<file path="config.mk">
export PLATFORM = sky130hd
export DESIGN_NAME = seg7_mux_clock_flat
export DESIGN_NICKNAME = d
export VERILOG_FILES = /design/src/rtl/seg7_mux_clock_if.sv /design/src/rtl/seg7_mux_clock.sv /design/src/flat_wrapper.sv
export SDC_FILE = /design/constraint.sdc
export NUM_CORES = 1
export LEC_CHECK = 0
export ABC_AREA = 1
export CORE_UTILIZATION = 23
export DETAILED_ROUTE_END_ITERATION = 10
export GPL_ROUTABILITY_DRIVEN = 0
export PLACE_DENSITY = 0.41
export SYNTH_ARGS = -nofsm -noshare
export SYNTH_HDL_FRONTEND = slang
export SYNTH_SLANG_ARGS = --single-unit
</file>
<file path="constraint.sdc">
create_clock -name clk -period 1.7 [get_ports clk]
set_input_delay 0.34 -clock clk [delete_from_list [all_inputs] [get_ports clk]]
set_output_delay 0.34 -clock clk [all_outputs]
set_load 0.05 [all_outputs]
</file>
<file path="src/rtl/seg7_mux_clock_if.sv">
// Board-side signals of the multiplexed 7-segment clock: button levels in,
// scanned display out.
interface seg7_mux_clock_if #(
    parameter int DIGITS = 4
);
    // No valid/ready pairing: buttons are free asynchronous levels and the display free-runs.
    logic              inc_min;
    logic              inc_hour;
    logic              hold;
    logic [6:0]        seg;
    logic              dp;
    logic [DIGITS-1:0] dig_sel;

    modport master (output inc_min, inc_hour, hold, input seg, dp, dig_sel);
    modport slave  (input inc_min, inc_hour, hold, output seg, dp, dig_sel);
endinterface

</file>
<file path="src/rtl/seg7_mux_clock.sv">
// BCD hh:mm(:ss) real-time clock with synchronised set buttons, hold, and a
// multiplexed common-cathode display scanner with a blinking colon.
module seg7_mux_clock #(
    parameter int DIGITS        = 4,
    parameter int TICK_DIV      = 1000,
    parameter int SCAN_DIV      = 4,
    parameter int LEADING_BLANK = 1
) (
    input  logic             clk,
    input  logic             rst_n,
    seg7_mux_clock_if.slave  bus
);
    localparam int PW = $clog2(TICK_DIV);
    localparam int SW = (SCAN_DIV > 1) ? $clog2(SCAN_DIV) : 1;
    localparam int DW = $clog2(DIGITS);

    localparam logic [PW-1:0]     PRE_MAX = PW'(TICK_DIV - 1);
    localparam logic [PW-1:0]     HALF    = PW'(TICK_DIV / 2);
    localparam logic [SW-1:0]     SC_MAX  = SW'(SCAN_DIV - 1);
    localparam logic [DW-1:0]     DI_MAX  = DW'(DIGITS - 1);
    localparam logic [DIGITS-1:0] SEL0    = DIGITS'(1);

    logic [2:0]        msync, hsync_b;
    logic [1:0]        hold_sync;
    logic              pmin, phour;
    logic              hold_s;
    logic [PW-1:0]     pre;
    logic [6:0]        sec, min;
    logic [5:0]        hr;
    logic [SW-1:0]     sc;
    logic [DW-1:0]     di;
    logic [3:0]        nib;
    logic              blank;
    logic [6:0]        seg_r;
    logic              dp_r;
    logic [DIGITS-1:0] sel_r;

    function automatic logic [6:0] inc60(input logic [6:0] v);
        if (v[3:0] == 4'd9) inc60 = (v[6:4] == 3'd5) ? 7'd0 : {v[6:4] + 3'd1, 4'd0};
        else                inc60 = {v[6:4], v[3:0] + 4'd1};
    endfunction

    function automatic logic [5:0] inc24(input logic [5:0] v);
        if (v == 6'h23)          inc24 = 6'd0;
        else if (v[3:0] == 4'd9) inc24 = {v[5:4] + 2'd1, 4'd0};
        else                     inc24 = {v[5:4], v[3:0] + 4'd1};
    endfunction

    function automatic logic [6:0] seg_code(input logic [3:0] d);
        case (d)
            4'd0:    seg_code = 7'h3F;
            4'd1:    seg_code = 7'h06;
            4'd2:    seg_code = 7'h5B;
            4'd3:    seg_code = 7'h4F;
            4'd4:    seg_code = 7'h66;
            4'd5:    seg_code = 7'h6D;
            4'd6:    seg_code = 7'h7D;
            4'd7:    seg_code = 7'h07;
            4'd8:    seg_code = 7'h7F;
            4'd9:    seg_code = 7'h6F;
            default: seg_code = 7'h00;
        endcase
    endfunction

    // The edge pulse is registered so a button sampled at edge N lands on the counters at N+3.
    always_ff @(posedge clk or negedge rst_n) begin
        if (!rst_n) begin
            msync     <= 3'b000;
            hsync_b   <= 3'b000;
            hold_sync <= 2'b00;
            pmin      <= 1'b0;
            phour     <= 1'b0;
        end else begin
            msync     <= {msync[1:0], bus.inc_min};
            hsync_b   <= {hsync_b[1:0], bus.inc_hour};
            hold_sync <= {hold_sync[0], bus.hold};
            pmin      <= msync[1] & ~msync[2];
            phour     <= hsync_b[1] & ~hsync_b[2];
        end
    end

    assign hold_s = hold_sync[1];

    always_ff @(posedge clk or negedge rst_n) begin
        if (!rst_n) begin
            pre <= '0;
            sec <= 7'd0;
            min <= 7'd0;
            hr  <= 6'd0;
        end else if (pmin || phour) begin
            // A button pulse restarts the second and swallows any coincident tick.
            pre <= '0;
            sec <= 7'd0;
            if (pmin)  min <= inc60(min);
            if (phour) hr  <= inc24(hr);
        end else if (!hold_s) begin
            if (pre == PRE_MAX) begin
                pre <= '0;
                sec <= inc60(sec);
                if (sec == 7'h59) begin
                    min <= inc60(min);
                    if (min == 7'h59) hr <= inc24(hr);
                end
            end else begin
                pre <= pre + PW'(1);
            end
        end
    end

    always_comb begin
        nib   = 4'd0;
        blank = 1'b0;
        if (DIGITS == 6) begin
            case (int'(di))
                0: nib = sec[3:0];
                1: nib = {1'b0, sec[6:4]};
                2: nib = min[3:0];
                3: nib = {1'b0, min[6:4]};
                4: nib = hr[3:0];
                5: begin
                    nib   = {2'b00, hr[5:4]};
                    blank = (LEADING_BLANK != 0) && (hr[5:4] == 2'd0);
                end
                default: nib = 4'd0;
            endcase
        end else begin
            case (int'(di))
                0: nib = min[3:0];
                1: nib = {1'b0, min[6:4]};
                2: nib = hr[3:0];
                3: begin
                    nib   = {2'b00, hr[5:4]};
                    blank = (LEADING_BLANK != 0) && (hr[5:4] == 2'd0);
                end
                default: nib = 4'd0;
            endcase
        end
    end

    // seg, dp and dig_sel all register from the same di so they never disagree.
    always_ff @(posedge clk or negedge rst_n) begin
        if (!rst_n) begin
            sc    <= '0;
            di    <= '0;
            seg_r <= 7'h3F;
            dp_r  <= 1'b0;
            sel_r <= SEL0;
        end else begin
            if (sc == SC_MAX) begin
                sc <= '0;
                di <= (di == DI_MAX) ? '0 : di + DW'(1);
            end else begin
                sc <= sc + SW'(1);
            end
            seg_r <= blank ? 7'h00 : seg_code(nib);
            dp_r  <= ~di[0] && (di != '0) && (pre < HALF);
            sel_r <= SEL0 << di;
        end
    end

    assign bus.seg     = seg_r;
    assign bus.dp      = dp_r;
    assign bus.dig_sel = sel_r;
endmodule

</file>
<file path="src/flat_wrapper.sv">
// flat-port wrapper written by rule: the top's interface ports become plain ports
module seg7_mux_clock_flat 
#(
    parameter int DIGITS        = 4,
    parameter int TICK_DIV      = 1000,
    parameter int SCAN_DIV      = 4,
    parameter int LEADING_BLANK = 1
)
  (clk, rst_n, bus_inc_min, bus_inc_hour, bus_hold, bus_seg, bus_dp, bus_dig_sel);
  seg7_mux_clock_if #(.DIGITS(DIGITS)) bus_i ();
  input  logic clk;
  input  logic rst_n;
  input wire logic [$bits(bus_i.inc_min)-1:0] bus_inc_min;
  input wire logic [$bits(bus_i.inc_hour)-1:0] bus_inc_hour;
  input wire logic [$bits(bus_i.hold)-1:0] bus_hold;
  output wire logic [$bits(bus_i.seg)-1:0] bus_seg;
  output wire logic [$bits(bus_i.dp)-1:0] bus_dp;
  output wire logic [$bits(bus_i.dig_sel)-1:0] bus_dig_sel;
  assign bus_i.inc_min = bus_inc_min;
  assign bus_i.inc_hour = bus_inc_hour;
  assign bus_i.hold = bus_hold;
  assign bus_seg = bus_i.seg;
  assign bus_dp = bus_i.dp;
  assign bus_dig_sel = bus_i.dig_sel;
  seg7_mux_clock #(.DIGITS(DIGITS), .TICK_DIV(TICK_DIV), .SCAN_DIV(SCAN_DIV), .LEADING_BLANK(LEADING_BLANK)) u_core (.clk(clk), .rst_n(rst_n), .bus(bus_i));
endmodule
</file>
Fig. 1: run 1, zoomed window
Region (42, 19) to (72, 49) µm. Cells in gray, sequential cells in the stronger gray; small squares are vias.
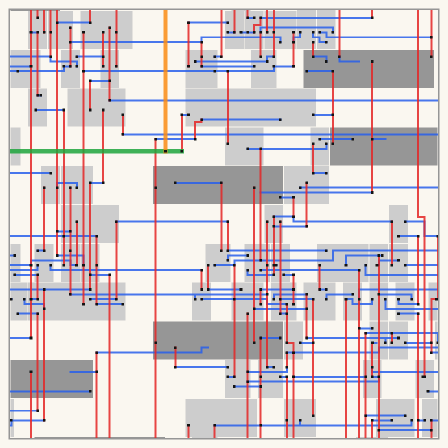
| layer | color |
|---|---|
| metal 4 | orange |
| metal 1 | blue |
| metal 2 | red |
| metal 3 | green |
cells with their middle in the window: 59
netlist names of flops here include: `u_core.pre` (3)
most frequent: nand2_1 (15), nor2_1 (8), inv_1 (6)
sequential cells in the window: 5

Fig. 2: run 1, routed clock nets over the placement
Drawn at 3 px/µm.
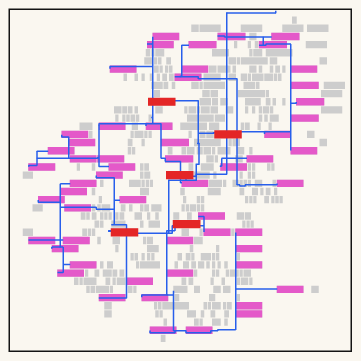
[flip-flops] magenta | count: 56
[clock wires] blue | length: 826 µm
[clock drivers] red | count: 5
routed clock nets: 6
flops lie: all over the die

Fig. 3: run 1, wiring heat map
Drawn at 3 px/µm. 23 x 23 tiles, from white (low) to dark blue (high), scaled to the fullest tile. Values are wire area over tile area, all layers added.
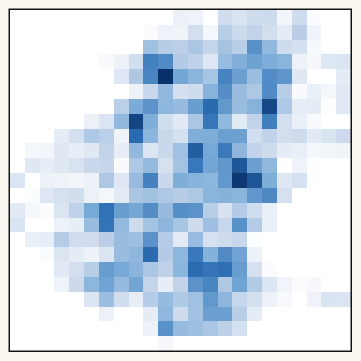
tiles over half the peak: 13%
nearly empty tiles: 37%
mean over tiles: 0.071
emptiest ninth of the die: upper left
fullest tile: 0.36

==> run_results.csv, run 1 <==
group,metric,value,unit
power,sequentialPower,1790,µW
power,total_leakage_power,0.00176,µW
global_routing,grt_antenna_before_repair,0,
cts,clock.latency.late_pin,0.29,ns
power,power_switching_share,34.7,%
yosys,synth-edff-count,0,
worst_setup_path,critPathSlowestCell,"dfrtp_2",
yosys,ys_seq_elements,56,
power,power.combinational.fraction,38.5,%
cts,clock_sink_count,56,
detailed_routing,drt-pass1-iter-count,4,
detailed_routing,length_of_routed_wiring_on_met1,3010,µm
sta,period_used_share,97.5,%
detailed_routing,first_iter_violations,74,
cells_and_area,clock_cell_area_share,4.05,%
sta,max_clock_freq,0.603,GHz
power,power_frac_clock,23.4,%
cells_and_area,final_design_area_no_fill,3860,µm²
yosys,synth-async-reset-ratio,100,%
cells_and_area,drive_gt1_share,27.0,%
place,pre_cts_slack,-0.111,ns
power,power.ir.vdd_worst,0.362,mV
sta,report.final.slew_viol_count,0,
yosys,synth_sequential_area_ratio,49.3,%
cells_and_area,most_flops_register,"u_core.pre",
status,outcome,"complete, no violations",
worst_setup_path,cp_num_cells,9,
sta,slew_headroom,79.3,%
place,dp.final_hpwl,4300,µm
cells_and_area,sequential_cell_total,56,
yosys,yosys.cell_count.top_type,"nand2_1",
cells_and_area,fill_cells,1250,
sta,grt_setup_unrepaired,"yes",
yosys,xor_share,3.37,%
cts,hold_buffers,0,
global_routing,grt_start_max_net_pins,57,
cells_and_area,layoutNonFillerInstCount,560,
cells_and_area,clock_buffer_count,8,
yosys,postSynthAreaPerCell,8.44,µm²
floorplanning,die_width,114,µm
detailed_routing,post-route-drc-count,0,
power,report.power.total,4690,µW
cells_and_area,dominant_cells,"combinational gates",
power,p_comb,1800,µW
yosys,dominant_register_cell,"dfrtp_1",
cells_and_area,largest_register_ff_count,10,
cells_and_area,finish.utilization,32.0,%
cts,clk_pin_slew,0.07,ns
power,internal_power,3060,µW
power,top_consumer,"combinational logic",
global_routing,grt.total_usage,9.89,%
yosys,post-synth-top-area-fraction,42.9,%
global_routing,grt_util_met3,2.02,%
worst_setup_path,timing_worst_setup_path_type,"register to register",
worst_setup_path,cp_data_required_time,1.93,ns
yosys,post_synth_mux_area_share,0,%
floorplanning,fp_util,23.7,%
floorplanning,floorplan.die.height,114,µm
global_routing,global_route.usage.met2,15.5,%
yosys,top_cells_by_count,"nand2_1 (92), dfrtp_1 (49), nor2_1 (39)",
cells_and_area,final.signal_inverter_count,40,
yosys,synth.comb.largest_family,"simple AND/OR/NAND/NOR gates",
floorplanning,dieArea,12900,µm²
worst_setup_path,r2r_setup_slack,0.04,ns
sta,finalHoldWorstSlack,0.0354,ns
detailed_routing,route.met2.wl,2780,µm
global_routing,grt_busiest_layer,"met2",
yosys,largest_area_cell,"dfrtp_1",
detailed_routing,final_antenna_violating_net_count,0,
flow_run,warnings,38,
detailed_routing,dr.max_layer_used,"met4",
yosys,synthAdderAreaFrac,7.00,%
worst_setup_path,crit_path_cell_trace,"inv_4, ha_4, inv_8, o22ai_4, inv_2, ha_4, nor2_2, nor2_1, nor2_1",
place,dpl-instance-area,3460,µm²
power,p_sw,1630,µW
worst_setup_path,cp_num_buf_inv,3,
sta,period_minus_slack,1.66,ns
cells_and_area,comb_area,1460,µm²
worst_setup_path,crit_family,"flip-flops",
cells_and_area,comb_area_share,37.8,%
cells_and_area,seq_area_share,36.6,%
cells_and_area,num-nonclk-buffers,46,
yosys,yosysUniqueCellTypes,32,
cts,post_cts.repair.setup_buffers,1,
detailed_routing,detail_routed_net_length_per_standard_cell,10.7,µm
sta,timing.final.hold_violations,0,
yosys,synth_cells,339,
global_routing,global_route.overflow_total,0,
sta,clock_skew,0.00708,ns
cells_and_area,layout.area.seq,1410,µm²
flow_run,cap_viol_max_count,0,
detailed_routing,wl,6020,µm
cells_and_area,flow.area_growth_from_synthesis,34.9,%
cts,cts_inserted_buffers,5,
power,p_per_area,1210,nW/µm²
cts,cts.path.max_buffers,2,
cts,ctsRootBufferMaster,"clkbuf_16",
worst_setup_path,setup.worst_path.start_class,"register",
yosys,synthAoiAreaFrac,8.05,%
worst_setup_path,rr_startpoint,"u_core.di[0]$_DFFE_PN0P_",
sta,worst_slack,0.0428,ns
cts,tritoncts,"yes",
worst_setup_path,critical_path_arrival,1.89,ns
global_routing,groute.layer.met1.usage,13.5,%
yosys,main_area_contributors_after_synthesis,"dfrtp_1 (43%), nand2_1 (12%), ha_1 (7.0%)",
yosys,ys_sh_simple,26.8,%
Fig. 4: run 1, logic cells by family
Drawn at 4 px/µm.
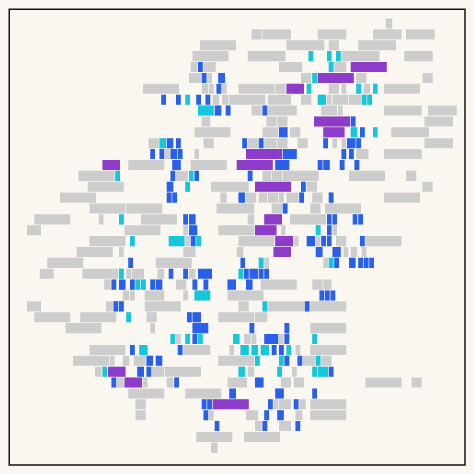

==> run 1 -> run 2 <==
- ABC_CLOCK_PERIOD_IN_PS: not set -> 1700
- CORE_UTILIZATION: 23 -> 30
- PLACE_DENSITY: 0.41 -> 0.49
Fig. 5: run 2, logic cells by family
Drawn at 6 px/µm.
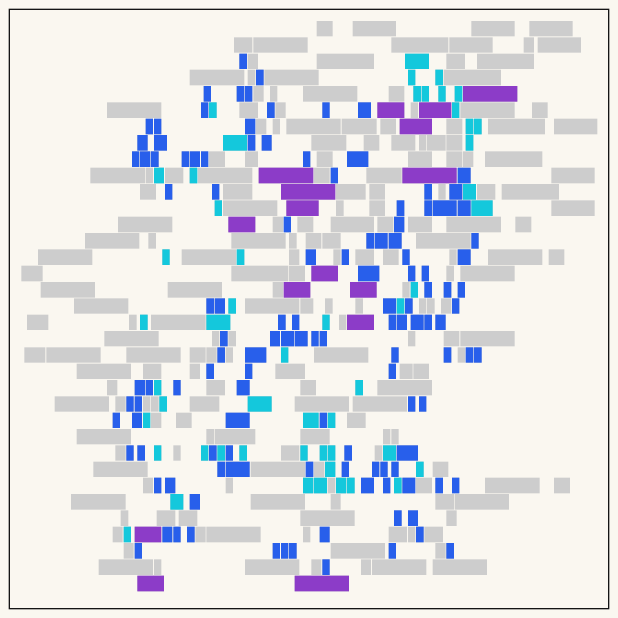
| family | color | cells |
|---|---|---|
| nor cells | cyan | 51 |
| nand cells | blue | 124 |
| fa/ha/maj cells | purple | 16 |

Fig. 6: run 2, wiring heat map
Drawn at 4 px/µm. 20 x 20 tiles, from white (low) to dark blue (high), scaled to the fullest tile. Values are wire area over tile area, all layers added.
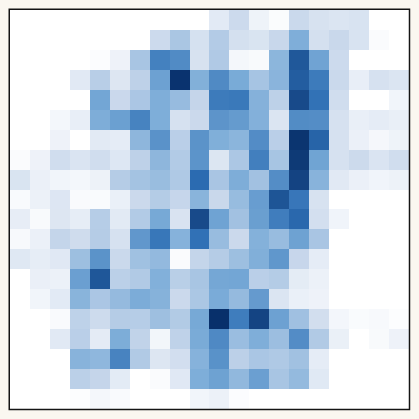
mean over tiles: 0.088
nearly empty tiles: 26%
densest ninth of the die: center
fullest tile: 0.36

Fig. 7: run 2, zoomed window
Region (35, 15) to (65, 45) µm. Cells in gray, sequential cells in the stronger gray; small squares are vias.
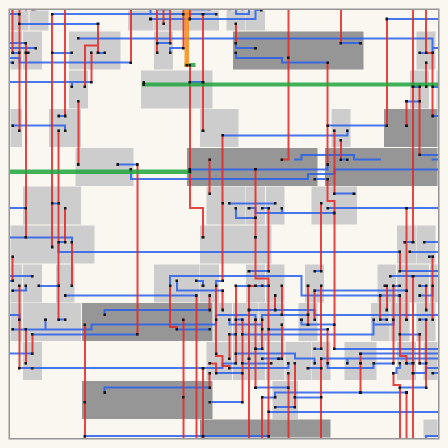

==> run_results.csv, run 2 <==
group,metric,value,unit
yosys,synth_sequential_area_ratio,49.3,%
detailed_routing,wl,5720,µm
yosys,synthAdderAreaFrac,7.00,%
cells_and_area,dominant_cells,"combinational gates",
detailed_routing,vias,2247,
power,power_frac_clock,16.2,%
sta,finalHoldWorstSlack,0.0159,ns
power,p_per_area,1170,nW/µm²
cells_and_area,most-common-layout-cells,"nand2_1 (84), dfrtp_1 (48), nor2_1 (37), inv_1 (31), buf_4 (24)",
yosys,dominant_register_cell,"dfrtp_1",
global_routing,global_route.usage.met2,21.8,%
cells_and_area,non_clock_buffer_contribution_to_total_cell_area,11.1,%
place,portBuffers,16,
worst_setup_path,cp_num_cells,10,
yosys,post-synth-top-area-fraction,42.9,%
cells_and_area,clock_cell_area_share,2.10,%
cells_and_area,largest_register_ff_count,10,
flow_run,cap_viol_max_count,0,
cts,clock.latency.late_pin,0.30,ns
floorplanning,die_width,99.7,µm
global_routing,grt_util_met3,2.25,%
floorplanning,fp_util,31.0,%
sta,grt_setup_unrepaired,"yes",
yosys,synthAoiAreaFrac,8.05,%
yosys,postSynthAreaPerCell,8.44,µm²
detailed_routing,route.met2.wl,2760,µm
global_routing,grt.total_usage,12.7,%
power,top_consumer,"sequential cells",
power,internal_power,2720,µW
cells_and_area,fill_cells,937,
worst_setup_path,crit_family,"AND-OR/OR-AND gates",
power,power.ir.vdd_worst,0.505,mV
cells_and_area,num-nonclk-buffers,39,
floorplanning,nWellTaps,129,
cts,ctsRootBufferMaster,"clkbuf_8",
detailed_routing,drt-pass1-iter-count,4,
worst_setup_path,critPathSlowestCell,"dfrtp_1",
worst_setup_path,r2r_setup_slack,0.02,ns
hold_path,hold_path_class,"input pin to asynchronous set/reset pin",
yosys,top_cells_by_count,"nand2_1 (92), dfrtp_1 (49), nor2_1 (39)",
power,power.combinational.fraction,41.8,%
power,report.power.total,4330,µW
yosys,synth_cells,339,
cells_and_area,final_common_cell,"nand2_1",
cells_and_area,comb_area_share,40.0,%
power,power_switching_share,37.3,%
floorplanning,dieArea,9930,µm²
worst_setup_path,rr_startpoint,"u_core.di[1]$_DFFE_PN0P_",
yosys,synth.comb.largest_family,"simple AND/OR/NAND/NOR gates",
cells_and_area,seq_area_share,38.1,%
cells_and_area,final_design_area_no_fill,3700,µm²
yosys,xor_share,3.37,%
worst_setup_path,crit_path_cell_trace,"buf_4, ha_2, nand2_2, o21ai_2, o22ai_4, inv_2, ha_2, o21ai_2, a21oi_1, nor2_1",
yosys,main_area_contributors_after_synthesis,"dfrtp_1 (43%), nand2_1 (12%), ha_1 (7.0%)",
sta,period_minus_slack,1.68,ns
global_routing,grt_start_max_net_pins,57,
cts,post_cts.repair.setup_buffers,3,
detailed_routing,final_antenna_violating_net_count,0,
cells_and_area,layoutNonFillerInstCount,513,
global_routing,grt_busiest_layer,"met2",
power,p_comb,1810,µW
sta,period_used_share,98.6,%
place,dpl_cells,500,
status,outcome,"complete, no violations",
yosys,yosysCellCount,339,
detailed_routing,detail_routed_net_length_per_standard_cell,11.1,µm
cells_and_area,clock_buffer_count,6,
cts,hold_buffers,0,
cells_and_area,most_flops_register,"u_core.pre",
yosys,synth-async-reset-ratio,100,%
cells_and_area,drive_gt1_share,26.8,%
detailed_routing,post-route-drc-count,0,
yosys,yosys.cell_count.top_type,"nand2_1",
cells_and_area,fin_nets,405,
worst_setup_path,timing_worst_setup_path_type,"register to register",
cells_and_area,finish.utilization,40.1,%
global_routing,grt_antenna_before_repair,0,
cts,cts_inserted_buffers,5,
sta,tightestPinTransition,0.301,ns
cts,tritoncts,"yes",
worst_setup_path,crit_path_max_fanout,4,
place,dpl-instance-area,3390,µm²
cells_and_area,layout.area.seq,1410,µm²
yosys,synth-edff-count,0,
place,pre_cts_slack,-0.0944,ns
sta,max_clock_freq,0.597,GHz
global_routing,groute.layer.met1.usage,16.1,%
power,total_leakage_power,0.00170,µW
yosys,ys_seq_elements,56,
worst_setup_path,cp_data_required_time,1.95,ns
power,pg_clk,700,µW
floorplanning,pin_count,17,
worst_setup_path,critical_path_arrival,1.92,ns
global_routing,global_route.overflow_total,0,
worst_setup_path,critPathLaunch,"u_core.di[1]$_DFFE_PN0P_",
yosys,post_synthesis_chip_area_from_yosys,2860,µm²
place,dp.final_hpwl,4100,µm
worst_setup_path,setup.worst_path.start_class,"register",
cells_and_area,insertedDiodeCount,0,
worst_setup_path,critPathCapture,"u_core.bus.seg[5]$_DFF_PN1_",
sta,worst_slack,0.0245,ns
power,sequentialPower,1820,µW
sta,clock_skew,0.00847,ns
detailed_routing,first_iter_violations,113,
yosys,ys_sh_simple,26.8,%
detailed_routing,dr.max_layer_used,"met4",
cells_and_area,sequential_cell_total,56,
cells_and_area,comb_area,1480,µm²
yosys,post_synth_mux_area_share,0,%
sta,timing.final.hold_violations,0,
sta,slew_headroom,80.0,%
worst_setup_path,cp_num_buf_inv,2,
cells_and_area,final.signal_inverter_count,40,
cells_and_area,flow.area_growth_from_synthesis,29.3,%
sta,report.final.slew_viol_count,0,
global_routing,via_count_of_the_first_global_routing_pass,2291,
detailed_routing,length_of_routed_wiring_on_met1,2760,µm
worst_setup_path,r2r_worst_path_depth,10,
power,p_sw,1620,µW
flow_run,warnings,37,
yosys,yosysUniqueCellTypes,32,
cts,clock_sink_count,56,
yosys,largest_area_cell,"dfrtp_1",
cts,cts.path.max_buffers,2,
cts,clk_pin_slew,0.10,ns
floorplanning,coreArea,9240,µm²
floorplanning,floorplan.die.height,99.7,µm
Power figures rest on the tool's default switching activity, not on a simulated workload.
